[config.mk]
export PLATFORM = sky130hd
export DESIGN_NAME = bird_physics
export DESIGN_NICKNAME = d
export VERILOG_FILES = /design/src/rtl/flappy_pkg.sv /design/src/rtl/rise_edge_detect.sv /design/src/rtl/bird_physics.sv
export SDC_FILE = /design/constraint.sdc
export NUM_CORES = 1
export LEC_CHECK = 0
export ABC_CLOCK_PERIOD_IN_PS = 4450
export CORE_UTILIZATION = 37
export DETAILED_ROUTE_END_ITERATION = 7
export GPL_ROUTABILITY_DRIVEN = 0
export PLACE_DENSITY = 0.59
export SLEW_MARGIN = 20
export SYNTH_ARGS = -nofsm -noshare
export SYNTH_HDL_FRONTEND = slang
export SYNTH_SLANG_ARGS = --single-unit
[constraint.sdc]
create_clock -name frameClock -period 4.45 [get_ports frameClock]
set_input_delay 0.89 -clock frameClock [delete_from_list [all_inputs] [get_ports frameClock]]
set_output_delay 0.89 -clock frameClock [all_outputs]
set_load 0.005 [all_outputs]
[src/rtl/flappy_pkg.sv]
// Shared screen, physics and game-state definitions for the flappy bird datapath.
package flappy_pkg;
  localparam int SCREEN_W     = 160;
  localparam int SCREEN_H     = 120;
  localparam int SPRITE_H     = 8;

  localparam int Y_WIDTH_DEF  = 7;
  localparam int Y_START_DEF  = 56;
  localparam int Y_MIN_DEF    = 0;
  localparam int Y_MAX_DEF    = SCREEN_H - SPRITE_H;
  localparam int GRAVITY_DEF  = 1;
  localparam int FLAP_VEL_DEF = -5;
  localparam int V_WIDTH_DEF  = 6;
  localparam int V_MAX_DEF    = 6;

  typedef enum logic [1:0] {
    ST_IDLE   = 2'd0,
    ST_FLYING = 2'd1,
    ST_DEAD   = 2'd2
  } state_e;
endpackage

[src/rtl/rise_edge_detect.sv]
// Single-flop rising-edge detector; RST_VAL lets a level high at reset release be ignored.
module rise_edge_detect #(
  parameter logic RST_VAL = 1'b1
) (
  input  logic clk,
  input  logic rst_n,
  input  logic sig,
  output logic rise
);
  logic prev_q;

  always_ff @(posedge clk or negedge rst_n)
    if (!rst_n) prev_q <= RST_VAL;
    else        prev_q <= sig;

  assign rise = sig & ~prev_q;
endmodule

[src/rtl/bird_physics.sv]
// Frame-tick bird motion engine: flap/gravity velocity, position integration, bounds, life FSM.
// Optional build macro BIRD_TERMINAL_VEL_EN caps gravity-driven velocity at V_MAX.
module bird_physics
  import flappy_pkg::*;
#(
  parameter int Y_WIDTH  = Y_WIDTH_DEF,
  parameter int Y_START  = Y_START_DEF,
  parameter int Y_MIN    = Y_MIN_DEF,
  parameter int Y_MAX    = Y_MAX_DEF,
  parameter int GRAVITY  = GRAVITY_DEF,
  parameter int FLAP_VEL = FLAP_VEL_DEF,
  parameter int V_WIDTH  = V_WIDTH_DEF,
  parameter int V_MAX    = V_MAX_DEF
) (
  input  logic                      frameClock,
  input  logic                      resetLow,
  input  logic                      frameTick,
  input  logic                      flapBtn,
  input  logic                      startBtn,
  input  logic                      collision,
  output logic [Y_WIDTH-1:0]        birdY,
  output logic signed [V_WIDTH-1:0] birdVel,
  output logic [1:0]                state,
  output logic                      dead,
  output logic                      updateDone
);
  localparam int NUM_IN = 3;
  localparam int YW2    = Y_WIDTH + 2;

`ifdef BIRD_TERMINAL_VEL_EN
  localparam bit TERM_EN = 1'b1;
`else
  localparam bit TERM_EN = 1'b0;
`endif
  localparam logic signed [V_WIDTH:0] V_SAT = (V_WIDTH+1)'((1 << (V_WIDTH-1)) - 1);
  localparam logic signed [V_WIDTH:0] V_CAP = TERM_EN ? (V_WIDTH+1)'(V_MAX) : V_SAT;

  // Edge detectors, index 0 tick, 1 flap, 2 start; all reset high.
  logic [NUM_IN-1:0] raw_in, rise_vec;
  logic tick_r, flap_r, start_r;

  assign raw_in = {startBtn, flapBtn, frameTick};

  rise_edge_detect #(.RST_VAL(1'b1)) u_red [NUM_IN-1:0] (
    .clk   (frameClock),
    .rst_n (resetLow),
    .sig   (raw_in),
    .rise  (rise_vec)
  );

  assign tick_r  = rise_vec[0];
  assign flap_r  = rise_vec[1];
  assign start_r = rise_vec[2];

  state_e                      state_q, state_d;
  logic [Y_WIDTH-1:0]          y_q, y_d;
  logic signed [V_WIDTH-1:0]   vel_q, vel_d;
  logic                        pend_q, pend_d;
  logic                        upd_q, upd_d;
  logic                        dead_q, dead_d;

  logic                        flap_now;
  logic signed [V_WIDTH:0]     v_inc;
  logic signed [V_WIDTH-1:0]   v_grav, v_next;
  logic signed [YW2-1:0]       y_next;

  always_comb begin
    flap_now = pend_q | flap_r;
    v_inc    = {vel_q[V_WIDTH-1], vel_q} + (V_WIDTH+1)'(GRAVITY);
    v_grav   = (v_inc > V_CAP) ? V_CAP[V_WIDTH-1:0] : v_inc[V_WIDTH-1:0];
    v_next   = flap_now ? V_WIDTH'(FLAP_VEL) : v_grav;
    y_next   = $signed({2'b00, y_q}) + $signed({{(YW2-V_WIDTH){v_next[V_WIDTH-1]}}, v_next});

    state_d = state_q;
    y_d     = y_q;
    vel_d   = vel_q;
    pend_d  = pend_q;
    upd_d   = 1'b0;

    case (state_q)
      ST_IDLE: begin
        y_d   = Y_WIDTH'(Y_START);
        vel_d = '0;
        upd_d = tick_r;
        // Entering flight arms a flap so the first tick launches upward.
        if (start_r || flap_r) begin
          state_d = ST_FLYING;
          pend_d  = 1'b1;
        end
      end
      ST_FLYING: begin
        if (flap_r) pend_d = 1'b1;
        if (collision) begin
          state_d = ST_DEAD;
          pend_d  = 1'b0;
        end else if (tick_r) begin
          upd_d  = 1'b1;
          pend_d = 1'b0;
          if (y_next <= YW2'(Y_MIN)) begin
            y_d   = Y_WIDTH'(Y_MIN);
            vel_d = '0;
          end else if (y_next >= YW2'(Y_MAX)) begin
            y_d     = Y_WIDTH'(Y_MAX);
            vel_d   = '0;
            state_d = ST_DEAD;
          end else begin
            y_d   = y_next[Y_WIDTH-1:0];
            vel_d = v_next;
          end
        end
      end
      ST_DEAD: begin
        if (start_r) begin
          state_d = ST_IDLE;
          y_d     = Y_WIDTH'(Y_START);
          vel_d   = '0;
          pend_d  = 1'b0;
        end
      end
      default: begin
        state_d = ST_IDLE;
        pend_d  = 1'b0;
      end
    endcase

    dead_d = (state_d == ST_DEAD);
  end

  always_ff @(posedge frameClock or negedge resetLow)
    if (!resetLow) begin
      state_q <= ST_IDLE;
      y_q     <= Y_WIDTH'(Y_START);
      vel_q   <= '0;
      pend_q  <= 1'b0;
      upd_q   <= 1'b0;
      dead_q  <= 1'b0;
    end else begin
      state_q <= state_d;
      y_q     <= y_d;
      vel_q   <= vel_d;
      pend_q  <= pend_d;
      upd_q   <= upd_d;
      dead_q  <= dead_d;
    end

  assign birdY      = y_q;
  assign birdVel    = vel_q;
  assign state      = state_q;
  assign dead       = dead_q;
  assign updateDone = upd_q;
endmodule

### Power grid, run 1

(6 px per um) Pins as bars on the die edge. Tap cells in grey.
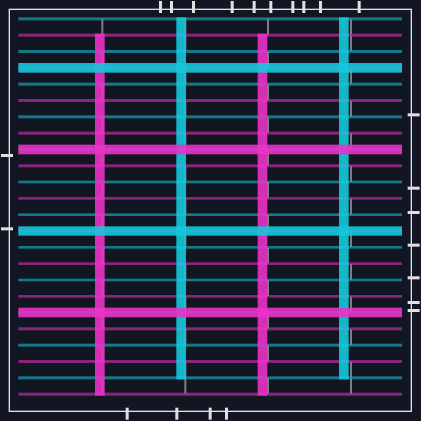
[VSS] magenta
[VDD] cyan
met1 rails: 24
met4 straps: 4
signal pins: 23
tap cells: 50
rows: 23

### Wiring by layer, run 1

(8 px per um)
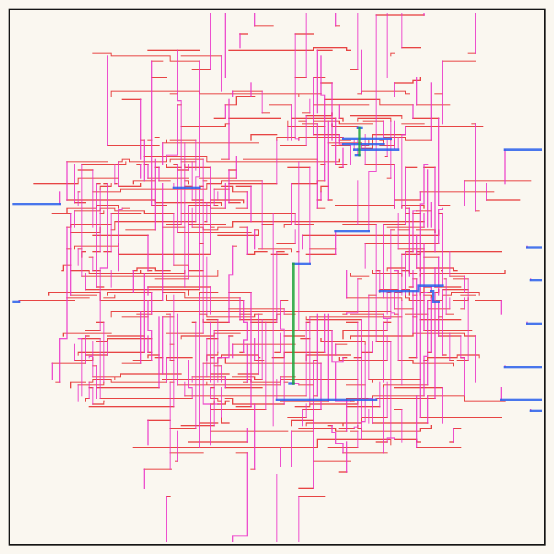
[metal 1] red | wire length: 1,710 um
[metal 2] magenta | wire length: 1,710 um
[metal 3] blue | wire length: 76.2 um
[metal 4] green | wire length: 18.4 um
wire length per cell: 15.0 um
Total GRT Usage: 0.167

==> out/results.tsv, run 1 <==
metric	value	unit
status	finished, final reports clean	
relative slew slack	0.323	
initial DRC count	91	
r2r setup slk	0.30	ns
largest net degree at the start of global routing	22	
Area growth, synth to finish	20.5	%
M1 WL	1710	um
met1 usage	0.232	
hold slack	0.477	ns
Post CTS Setup Buffer Count	0	
vias in the first global route	1207	
Cell Type Count	49	
Clk pwr share	0.130	
Worst setup SP type	register	
area share, top type	0.242	
Crit path max-delay family	AND-OR/OR-AND gates	
most common cell in the synthesized netlist	dfrtp_1	
Top FF cell, synth	dfrtp_1	
Worst Setup EP	birdVel[5]$_DFFE_PN0P_	
Comb power frac	0.611	
cell count of the worst hold path	2	
### Local utilization, run 1

(6 px per um) The die is cut into 7 by 7 equal tiles; white is low, dark blue is high, 0 to 100% covered.
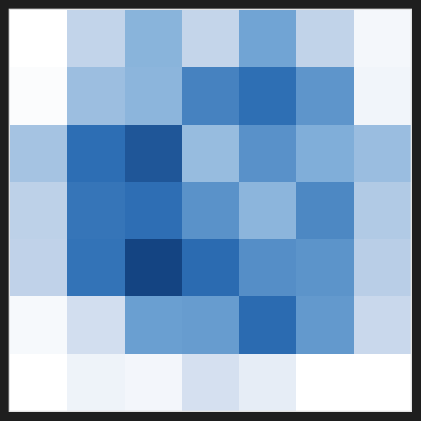
fullest tile: 92%
densest ninth of the die: middle
nearly empty tiles: 10%
tiles over 75% full: 8.2%
final core utilization: 0.467
total core area: 0.00400 mm2
fp util: 0.388

## run 1: power by group through the flow
stage | Sequential [mW] | Clock (mW) | Combinational (mW)
global route | 0.262 | 0.138 | 0.672
CTS | 0.258 | 0.132 | 0.609
global placement | 0.261 | 0 | 0.594
detailed placement | 0.261 | 0 | 0.605
finish | 0.259 | 0.129 | 0.610
floorplan | 0.250 | 0 | 0.465
## run 1: area by class of cell
| class | count | area (um2) | share of cell area |
|---|---|---|---|
| Tap cell | 50 | 62.6 | 0.0335 |
| Inverter | 9 | 33.8 | 0.0181 |
| Multi-Input combinational cell | 126 | 962 | 0.515 |
| Timing Repair Buffer | 24 | 230 | 0.123 |
| Sequential cell | 21 | 534 | 0.286 |
| Clock buffer | 3 | 41.3 | 0.0221 |
| Clock inverter | 1 | 5.00 | 0.00268 |
## Run 2: what changed since run 1
--- a/config.mk
+++ b/config.mk
@@ -6,6 +6,7 @@
 export NUM_CORES = 1
 export LEC_CHECK = 0
 export ABC_CLOCK_PERIOD_IN_PS = 4450
+export CAP_MARGIN = 20
 export CORE_UTILIZATION = 37
 export DETAILED_ROUTE_END_ITERATION = 7
 export GPL_ROUTABILITY_DRIVEN = 0
### Local utilization, run 2

(6 px per um) The die is cut into 7 by 7 equal tiles; white is low, dark blue is high, 0 to 100% covered.
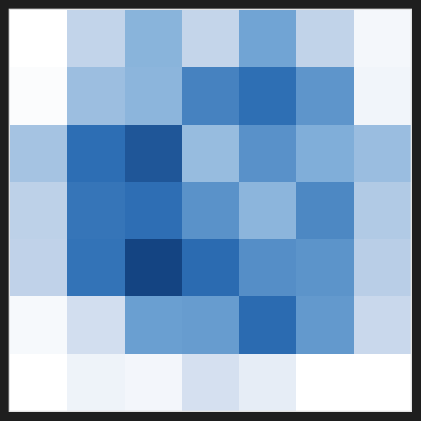
densest ninth of the die: middle
fullest tile: 92%
emptiest ninth of the die: bottom left

### The clock network, run 2

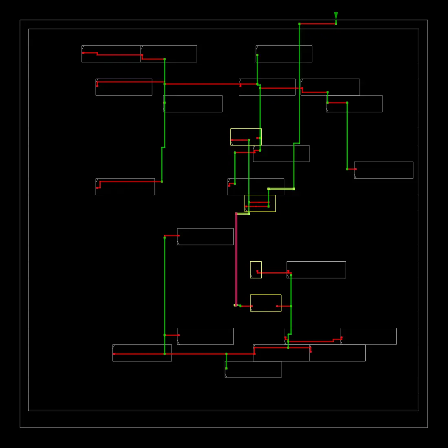
# clk buffers: 3
num sequential: 21

==> run 2 against run 1 <==
Clock-buffer cell count unchanged. Sequential power about the same. Register-to-register slack about the same. Area after synthesis unchanged. Sequential share of layout area unchanged. Global-route usage unchanged. Synthesized cell count unchanged. Clock power about the same. Clock skew unchanged. First-iteration DRC count unchanged. Routed wire length unchanged. Utilization unchanged. Critical endpoint unchanged. Largest cell class unchanged. Largest power group unchanged. Highest routed layer unchanged.
==> out/results.tsv, run 2 <==
metric	value	unit
status	finished, final reports clean	
Crit path max-delay family	AND-OR/OR-AND gates	
Area growth, synth to finish	20.5	%
slowest stage cell, crit path	o41ai_4	
CTS tree	yes	
cell count of the worst hold path	2	
clk cell area share	0.0248	
Leading cell kind	multi-input combinational cells	
Flop+latch power	0.259	mW
Buffers, non-clock	24	
Reg area	534	um2
Cell Type Count	49	
Worst Setup EP	birdVel[5]$_DFFE_PN0P_	
Comb power	0.610	mW
Clk pwr share	0.130	
register share after synthesis	0.344	
inverter count	9	
Well Taps	50	
Post CTS Setup Buffer Count	0	
Comb power frac	0.611	
Gate Area	962	um2
r2r setup slk	0.30	ns
relative slew slack	0.323	
Worst setup SP type	register	
area share, top type	0.242	
flop share of the area	0.286	
combinational gates	126	
DR vias/cell	5.59	
Top FF cell, synth	dfrtp_1	
Pwr top	combinational cells	
vias in the first global route	1207	
Comb/total area	0.515	
fp util	0.388	
Clk power	0.129	mW
total core area	0.00400	mm2
Mux area share	0.0202	
wire length per cell	15.0	um
most common cell in the synthesized netlist	dfrtp_1	
initial DRC count	91	
met1 usage	0.232	
## run 2: cell counts after synthesis
Identical to the previous run, type by type.
## run 2: worst min path at each step
stage,startpoint,endpoint,slack (ns)
4_1_cts,birdY[3]$_DFFE_PN1P_,birdY[3]$_DFFE_PN1P_,0.48
2_1_floorplan,birdY[3]$_DFFE_PN1P_,birdY[3]$_DFFE_PN1P_,0.46
5_1_grt,birdY[3]$_DFFE_PN1P_,birdY[3]$_DFFE_PN1P_,0.52
6_report,birdY[3]$_DFFE_PN1P_,birdY[3]$_DFFE_PN1P_,0.48
3_3_place_gp,birdY[3]$_DFFE_PN1P_,birdY[3]$_DFFE_PN1P_,0.47
3_5_place_dp,birdY[3]$_DFFE_PN1P_,birdY[3]$_DFFE_PN1P_,0.47
### Power grid, run 2

(6 px per um) Pins as bars on the die edge. Tap cells in grey.
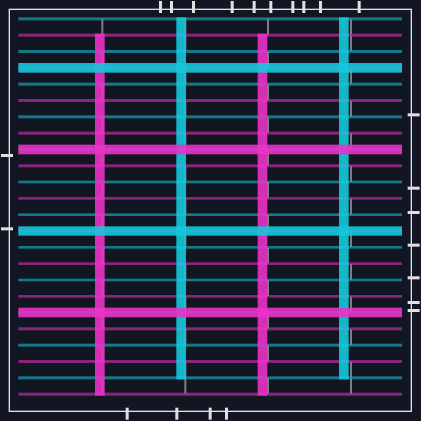

## Run 3: what changed since run 2
--- a/config.mk
+++ b/config.mk
@@ -6,7 +6,7 @@
 export NUM_CORES = 1
 export LEC_CHECK = 0
 export ABC_CLOCK_PERIOD_IN_PS = 4450
-export CAP_MARGIN = 20
+export CORE_ASPECT_RATIO = 0.9
 export CORE_UTILIZATION = 37
 export DETAILED_ROUTE_END_ITERATION = 7
 export GPL_ROUTABILITY_DRIVEN = 0
### Power grid, run 3

(6 px per um) Pins as bars on the die edge. Tap cells in grey.
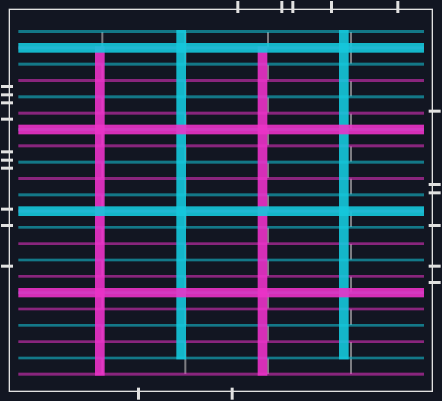
[VDD] cyan
[VSS] magenta
met1 rails: 22
tap cells: 46
met5 straps: 4
signal pins: 23
met4 straps: 4
total core area: 0.00386 mm2
Die X: 70.3 um
worst ir drop on vdd: 0.316 mV

### Sequential cells grouped by signal name, run 3

(6 px per um)
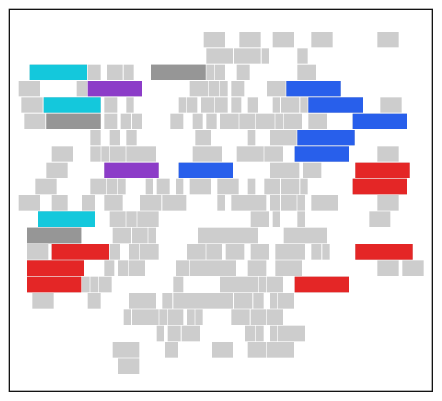
[u_red.prev_q] cyan | placed flops: 3
[birdVel] blue | placed flops: 6
[birdY] red | placed flops: 7
[state] purple | placed flops: 2

==> run 3 against run 2 <==
Sequential power about the same. Area after synthesis stayed put. Global-route usage decreased by 0.56 points. Largest power group unchanged. Sequential share of layout area stayed put. Cell count is 1.7% lower. Critical path depth fell by 1. Largest cell class unchanged. Routed wire length down 4.7%. Cell area unchanged. Utilization increased by 1.7 points. Synthesized cell count unchanged.
==> out/results.tsv, run 3 <==
metric	value	unit
Top FF cell, synth	dfrtp_1	
Clk pwr share	0.123	
Cell Type Count	49	
Comb power	0.607	mW
wire length per cell	14.6	um
Gate Area	962	um2
r2r setup slk	0.44	ns
hold slack	0.478	ns
Total GRT Usage	0.161	
hold path endpoint	birdY[3]$_DFFE_PN1P_	
fp util	0.402	
Comb power frac	0.613	
status	finished, final reports clean	
min-delay src	birdY[3]$_DFFE_PN1P_	
vias in the first global route	1253	
Worst Setup EP	birdVel[5]$_DFFE_PN0P_	
slowest stage cell, crit path	dfrtp_2	
met1 usage	0.232	
relative slew slack	0.352	
Crit path max-delay family	AND-OR/OR-AND gates	
register share after synthesis	0.344	
area share, top type	0.242	
DR vias/cell	5.49	
Worst setup SP type	register	
Reg area	534	um2
Area growth, synth to finish	20.5	%
Pwr top	combinational cells	
CTS tree	yes	
cell count of the worst hold path	2	
largest net degree at the start of global routing	22	
final core utilization	0.484	
[run 3: final cells by class]
cell class	instances	area share
timing repair buffer	24	0.126
inverter	9	0.0181
clock inverter	1	0.00268
tap	46	0.0308
sequential	21	0.286
clock buffer	3	0.0221
multi-input combinational	126	0.515
[run 3: per-layer routing]
layer  share of wire  wire length, um
met1            0.51             1700
met2            0.44             1460
met3           0.038              126
met4           0.020               67
met5               0                0
[run 3: kinds of logic after synthesis]
logic type / Yosys count
AND-OR/OR-AND: 51
XOR/XNOR: 9
adder cells (fa/ha/maj): 12
buffers and inverters: 14
flip-flops: 21
multiplexers: 3
AND/OR/NAND/NOR: 51
[run 3: what timing repair did]
action                                 in CTS  in global routing
setup endpoints to repair                   0                  1
endpoints found under the hold margin       0                  0
resized                                     0                  1
buffers inserted                            0                  0
No activity file was given, so power comes from the tool's default toggle rates.
